`config.mk`:
```
export PLATFORM = sky130hd
export DESIGN_NAME = mem_assem_fifo
export DESIGN_NICKNAME = d
export VERILOG_FILES = /design/src/rtl/mem_assem_fifo.sv
export SDC_FILE = /design/constraint.sdc
export NUM_CORES = 1
export LEC_CHECK = 0
export ABC_AREA = 1
export CAP_MARGIN = 20
export CORE_ASPECT_RATIO = 0.6
export CORE_MARGIN = 2
export CORE_UTILIZATION = 49
export DETAILED_ROUTE_END_ITERATION = 12
export GPL_TIMING_DRIVEN = 0
export HOLD_SLACK_MARGIN = 0.12
export PLACE_DENSITY_LB_ADDON = 0.12
export SYNTH_ARGS = -nofsm -noshare
export SYNTH_HDL_FRONTEND = slang
export SYNTH_SLANG_ARGS = --single-unit
```
`constraint.sdc`:
```
create_clock -name clk -period 7.09 [get_ports clk]
set_input_delay 1.418 -clock clk [delete_from_list [all_inputs] [get_ports clk]]
set_output_delay 1.418 -clock clk [all_outputs]
set_load 0.005 [all_outputs]
```
`src/rtl/mem_assem_fifo.sv`:
```
// mem_assem_fifo: MEM assembly (guard removal, read id/ordinal tagging, score narrowing) into a show-ahead FIFO; MEM_ASSEM_SCORE_SAT_EN selects score saturation
module mem_assem_fifo #(
  parameter int DEPTH   = 4,
  parameter int POS_W   = 8,
  parameter int KL_W    = 34,
  parameter int S_IN_W  = 32,
  parameter int S_OUT_W = 8,
  parameter int RID_W   = 16,
  parameter int IDX_W   = 6
) (
  input  logic               clk,
  input  logic               rst,
  input  logic [RID_W-1:0]   read_id,
  input  logic               s_tvalid,
  output logic               s_tready,
  input  logic               s_tlast,
  input  logic [POS_W-1:0]   s_i,
  input  logic [POS_W-1:0]   s_j,
  input  logic [KL_W-1:0]    s_k,
  input  logic [KL_W-1:0]    s_l,
  input  logic [S_IN_W-1:0]  s_s,
  output logic               m_tvalid,
  input  logic               m_tready,
  output logic               m_tlast,
  output logic [POS_W-1:0]   m_i,
  output logic [POS_W-1:0]   m_j,
  output logic [KL_W-1:0]    m_k,
  output logic [KL_W-1:0]    m_l,
  output logic [S_OUT_W-1:0] m_s,
  output logic [RID_W-1:0]   m_id,
  output logic [IDX_W-1:0]   m_idx,
  output logic               idx_ovf
);
  localparam int AW = $clog2(DEPTH);
  localparam int W  = 1 + 2*POS_W + 2*KL_W + S_OUT_W + RID_W + IDX_W;
  logic [W-1:0]       r_mem [DEPTH];
  logic [AW-1:0]      r_wr_ptr, r_rd_ptr;
  logic [AW:0]        r_count;
  logic               r_first, r_idx_sat, r_idx_ovf;
  logic [RID_W-1:0]   r_id;
  logic [IDX_W-1:0]   r_idx_cnt;
  logic               w_push, w_pop;
  logic [RID_W-1:0]   w_id;
  logic [IDX_W-1:0]   w_idx;
  logic [S_OUT_W-1:0] w_s;
  logic [W-1:0]       w_rec;
  assign s_tready = r_count != (AW+1)'(DEPTH);
  assign m_tvalid = r_count != '0;
  assign idx_ovf  = r_idx_ovf;
  assign w_push   = s_tvalid & s_tready & ~rst;
  assign w_pop    = m_tvalid & m_tready & ~rst;
  assign w_id     = r_first ? read_id : r_id;
  assign w_idx    = r_first ? '0 : r_idx_cnt;
`ifdef MEM_ASSEM_SCORE_SAT_EN
  assign w_s = |s_s[S_IN_W-1:S_OUT_W] ? '1 : s_s[S_OUT_W-1:0];
`else
  assign w_s = s_s[S_OUT_W-1:0];
`endif
  assign w_rec = {s_tlast, s_i - POS_W'(1), s_j, s_k, s_l, w_s, w_id, w_idx};
  assign {m_tlast, m_i, m_j, m_k, m_l, m_s, m_id, m_idx} = r_mem[r_rd_ptr];
  // converted record storage, written on push; contents are don't-care until written
  always_ff @(posedge clk)
    if (w_push) r_mem[r_wr_ptr] <= w_rec;
  // pointers and occupancy; simultaneous push and pop leave count unchanged
  always_ff @(posedge clk)
    if (rst) begin
      r_wr_ptr <= '0;
      r_rd_ptr <= '0;
      r_count  <= '0;
    end else begin
      if (w_push) r_wr_ptr <= r_wr_ptr + AW'(1);
      if (w_pop) r_rd_ptr <= r_rd_ptr + AW'(1);
      r_count <= r_count + (AW+1)'(w_push) - (AW+1)'(w_pop);
    end
  // per-read tagging: id latched on the first beat, ordinal saturates, overflow once a beat follows the saturated ordinal
  always_ff @(posedge clk)
    if (rst) begin
      r_first   <= 1'b1;
      r_id      <= '0;
      r_idx_cnt <= '0;
      r_idx_sat <= 1'b0;
      r_idx_ovf <= 1'b0;
    end else if (w_push) begin
      r_first   <= s_tlast;
      r_id      <= w_id;
      r_idx_cnt <= &w_idx ? w_idx : w_idx + IDX_W'(1);
      r_idx_sat <= &w_idx;
      if (!r_first && r_idx_sat) r_idx_ovf <= 1'b1;
    end
endmodule
```
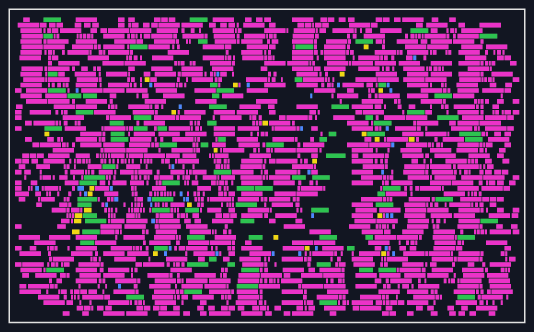
Fig. 1. Drive-strength map (run 1).
Drawn at 2 px/um.
| color | size | cells |
|---|---|---|
| yellow | _3 and _4 cells | 25 |
| blue | _2 cells | 40 |
| magenta | _0 and _1 cells | 1542 |
| green | _6 and larger | 90 |
Non-Clock Buffer Count: 332
worst setup margin: 2.60 ns
final design instance area without fill: 23700 sq um
area overhead of the layout relative to synthesis: 25.9%

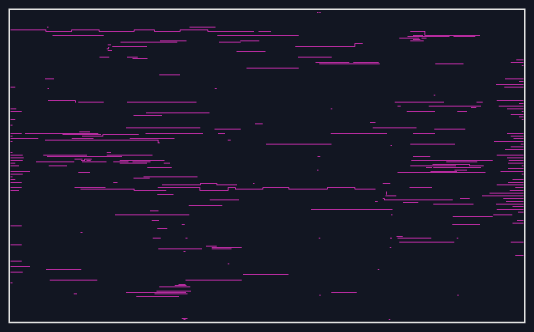
Fig. 2. Signal wires on met3 (run 1).
Drawn at 2 px/um.
longest straight run: 56.4 um
nets with wire on the layer: 182
share of all routed wire: 6.3%
wire length on this layer: 2870 um

==> impl_metrics.tcl, run 1 <==
# metrics dict for downstream scripts
set metrics [dict create \
    outcome "finished, final reports clean" \
    cts_buf_count 45 \
    edf_count 460 \
    final_layout_size_suffix_gt1_frac 0.0913 \
    synth.ff_latch_count 494 \
    insertedDiodeCount 0 \
    dpl.cell_count 2131 \
    yosys.stat.chipArea_sq_um 18800 \
    leakage_nw 8.08 \
    final.period_utilization 0.633 \
    post_cts_resized 0 \
    wire_per_inst_um 20.6 \
    port-buffer-count 230 \
    grt_start_max_net_pins 30 \
    dieArea_sq_um 40100 \
    grt_pass1_vias 11600 \
    crit_arrival_ns 3.07 \
    final_max_slew_viol_count 0 \
    drt_pass1_iterations 5 \
    relSlewSlack 0.525 \
    cap_violations 0 \
    cp_max_fo 10 \
    first_pass_grt_wire_length_um 68400 \
    timing.critical_path.required_ns 5.67 \
    drt_wirelength_um 45500 \
    antenna_violating_nets_post_route 0 \
    final_cells 2210 \
    cts.htree.levels 2 \
    power.total_mw 7.15 \
    die_width_um 257 \
    post_synth.cell_area_avg_sq_um 13.7 \
    min_delay_path_depth 2 \
    setup_viol 0 \
]
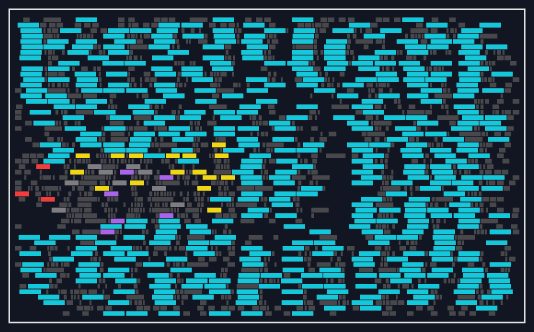
Fig. 3. Register map, names as in the netlist (run 1).
Drawn at 2 px/um.
| color | name in the netlist | placed flops |
|---|---|---|
| yellow | r_id | 16 |
| purple | r_idx_cnt | 6 |
| red | r_count | 3 |
| cyan | r_mem | 460 |
not colored: 9

## run 1: flip-flops by register name, summed over array words and instances (netlist names), named ones only
name / count
r_mem: 460
r_id: 16
r_idx_cnt: 6
r_count: 3
r_rd_ptr: 2
r_wr_ptr: 2
idx_ovf: 1
r_first: 1
r_idx_sat: 1
## run 1: routing by layer
metal | track usage | share of wire
met1 | 0.337 | 0.46
met5 | 0 | 0
met3 | 0.0335 | 0.063
met2 | 0.350 | 0.46
met4 | 0.0587 | 0.021
## run 1: layout make-up
class / count / area, sq um
Sequential cell: 494 / 14500
Fill cell: 2840 / 14100
Multi-Input combinational cell: 750 / 3680
Timing Repair Buffer: 247 / 2660
Clock buffer: 53 / 1210
Tap cell: 513 / 642
Buffer: 85 / 524
Clock inverter: 26 / 340
Inverter: 42 / 160
## run 1: where the power goes
part / internal, mW / switching (mW)
Combinational: 0.547 / 0.656
Clock: 1.51 / 1.04
Sequential: 3.36 / 0.0437
## run 1: worst max-delay path: stages, from the launching register on
cell and delay (ns):
dfxtp_1 0.51, inv_2 0.28, buf_6 0.20, clkbuf_1 0.43, o21ai_1 0.14, o22ai_1 0.33, clkdlybuf4s50_1 0.59
## run 1: kinds of logic after synthesis
logic type                 count (synthesis)  share of synthesized area
buffers and inverters                    127                     0.0364
adders and majority gates                  9                    0.00638
AOI/OAI and AO/OA                        396                      0.114
DFF                                      494                      0.770
and+or+nand+nor                          334                     0.0681
xor gates and xnor gates                  11                    0.00512
## run 1: worst max path at each step
stage / startpoint / end / slack [ns] / depth (start not counted)
CTS: register / m_k[13] / 2.56 / 6
global route: register / m_k[13] / 2.44 / 6
global placement: rst / r_mem[0][57] / -5.01 / 5
detailed placement: rst / r_mem[0][57] / 2.98 / 8
floorplan: rst / r_mem[0][0] / -0.10 / 4
finish: register / m_k[13] / 2.60 / 6
## run 1: cell usage after synthesis, types with 3 or more instances
library cell | n | area share
buf_4 | 14 | 0.0056
a21oi_1 | 15 | 0.0040
o21ai_0 | 164 | 0.044
inv_2 | 3 | 0.00060
clkbuf_1 | 30 | 0.0060
o22ai_1 | 115 | 0.038
buf_2 | 24 | 0.0064
inv_1 | 38 | 0.0076
ha_1 | 8 | 0.0053
xor2_1 | 7 | 0.0033
edfxtp_1 | 460 | 0.73
nor2_1 | 264 | 0.053
o21ai_1 | 92 | 0.024
a211oi_1 | 8 | 0.0032
dfxtp_1 | 34 | 0.036
nand2_1 | 57 | 0.011
nand3_1 | 5 | 0.0013
buf_6 | 14 | 0.0084
xnor2_1 | 4 | 0.0019
## run 1: placed cells by master (no fill, tap or decap), types with 24 or more instances in the layout
cell / n
edfxtp_1: 460
nor2_1: 260
clkdlybuf4s50_1: 230
o21ai_0: 164
o22ai_1: 115
o21ai_1: 92
nand2_1: 57
clkbuf_16: 45
inv_1: 38
dfxtp_1: 34
clkbuf_1: 33
buf_2: 24
## run 1: through the flow
step	instance area (sq um)	hold slack (ns)
after CTS	23700	0.451
after global routing	23700	0.484
after detailed placement	22200	0.440
final	23700	0.453
after global placement	21800	0.432
after floorplan	18800	0.424
Fig. 4: run 1, wiring heat map
Drawn at 2 px/um. 26 x 16 tiles, from black (low) to pale yellow (high), scaled to the fullest tile. Values are wire area over tile area, all layers added.
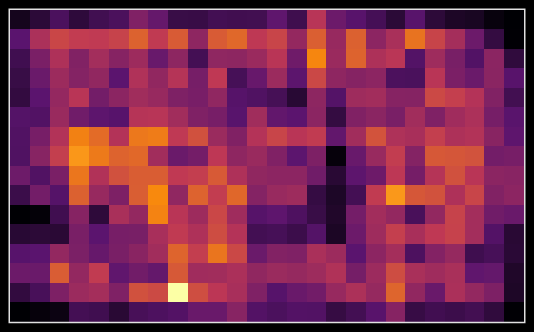

--- run 2 (diff from run 1) ---
- CORE_UTILIZATION: 49 -> 55
- clock period: 7.09 -> 4.7 ns (I/O delays scaled with it)
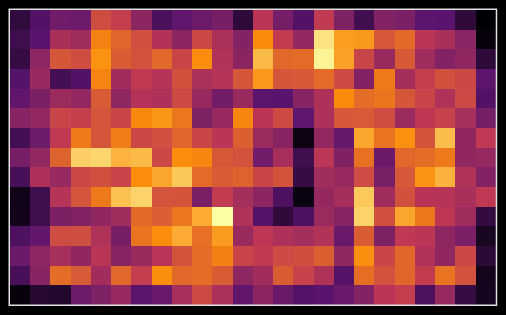
Fig. 5. Wiring heat map (run 2).
Drawn at 2 px/um. 24 x 15 tiles, from black (low) to pale yellow (high), scaled to the fullest tile. Values are wire area over tile area, all layers added.
fullest tile: 0.42
nearly empty tiles: 0.60%
tiles over half the peak: 46%
mean over tiles: 0.20
vias after detailed routing: 12100
global router's overall resource usage: 0.249
DRT Wirelength: 44500 um
DR WL/cell: 20.6 um

==> impl_metrics.tcl, run 2 <==
# metrics dict for downstream scripts
set metrics [dict create \
    synthMostInstantiatedCell "edfxtp_1" \
    and_or_or_and_share_of_the_synthesized_area 0.114 \
    cts_buf_count 43 \
    post_synth.cell_area_avg_sq_um 13.7 \
    area_overhead_of_the_layout_relative_to_synthesis_pct 24.6 \
    outcome "finished, final reports clean" \
    edf_count 460 \
    max_flop_register "r_mem" \
    power.switching_fraction 0.246 \
    reg_top3 "r_mem (460), r_id (16), r_idx_cnt (6)" \
    worst_slack_on_hold_paths_ns 0.457 \
    cap_violations 0 \
    final_layout_top_logic_cell "edfxtp_1" \
    final_max_slew_viol_count 0 \
    first_pass_grt_wire_length_um 68000 \
    antenna_violating_nets_post_route 0 \
    relSlewSlack 0.555 \
    grt_pass1_vias 11900 \
    intPower_mw 7.85 \
    p_comb_frac 0.173 \
    synth.cells.most_frequent "460 x edfxtp_1, 264 x nor2_1, 164 x o21ai_0, 115 x o22ai_1, 92 x o21ai_1" \
    mux_area_frac 0 \
    crit_path_max_incr_delay_ns 0.57 \
    dieArea_sq_um 35800 \
    power.total_mw 10.4 \
]
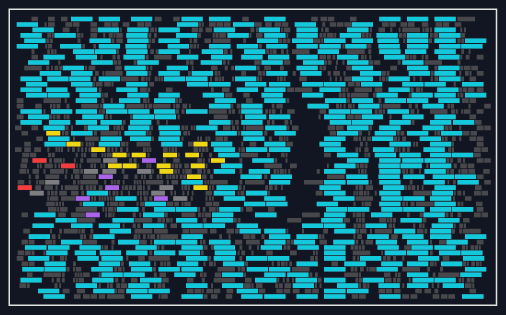
Fig. 6. Register map, names as in the netlist (run 2).
Drawn at 2 px/um.
| color | name in the netlist | placed flops |
|---|---|---|
| purple | r_idx_cnt | 6 |
| yellow | r_id | 16 |
| red | r_count | 3 |
| cyan | r_mem | 460 |
not colored: 9
area occupied by registers: 14500 sq um
fraction of standard cell area that is sequential: 0.618

## run 2: cell counts after synthesis
Identical to the previous run, type by type.
## run 2: through the flow
stage	worst slack (ns)	TNS (ns)
final	0.915	0
after CTS	0.854	0
after global routing	0.760	0
after detailed placement	1.24	0
after global placement	-3.05	-1330.50
after floorplan	-0.0793	-36.49
## run 2: path summary, 6_finish.rpt
kind | end | start | slack [ns]
hold / removal | r_id[4] | r_id[4] | 0.46
setup reg to reg | r_mem[0][75] | r_count[1] | 2.30
setup / recovery | m_k[13] | register | 0.92
hold reg to reg | r_id[4] | r_id[4] | 0.46
## run 2: area by class of cell
cell class | instances | area share
well taps | 459 | 0.0245
repair buffers | 247 | 0.113
multi-input cells | 750 | 0.157
plain buffers | 85 | 0.0223
clock buffers | 55 | 0.0496
diodes | 2 | 0.000213
inverters | 42 | 0.00683
clock inverters | 23 | 0.00875
flip-flops and latches | 494 | 0.618
## run 2: logic make-up (layout without fill, tap and decap cells)
family / count (synthesis) / count (layout)
flip-flops: 494 / 494
AND-OR/OR-AND: 396 / 396
AND/OR/NAND/NOR: 334 / 334
buffers and inverters: 127 / 452
XOR/XNOR: 11 / 11
adder cells (fa/ha/maj): 9 / 9
other: 0 / 2
## run 2: metal layers
| layer | share of wire | up-vias | global-route usage |
|---|---|---|---|
| met5 | 0 | - | 0 |
| li1 | - | 5667 | - |
| met4 | 0.030 | 0 | 0.0828 |
| met1 | 0.44 | 5868 | 0.366 |
| met2 | 0.46 | 464 | 0.384 |
| met3 | 0.070 | 90 | 0.0433 |
## run 2: power by group through the flow
stage / clock network, mW / logic (mW) / registers [mW]
2_1_floorplan: 0 / 0.810 / 5.23
3_3_place_gp: 0 / 1.73 / 5.26
3_5_place_dp: 0 / 1.81 / 5.22
4_1_cts: 3.53 / 1.82 / 5.13
5_1_grt: 3.71 / 1.96 / 5.15
6_report: 3.49 / 1.80 / 5.13
## run 2: worst min-delay path, stage by stage (launching register included)
cell and delay [ns]:
dfxtp_1 0.30, inv_1 0.06, a21oi_1 0.06
No activity file was given, so power comes from the tool's default toggle rates.
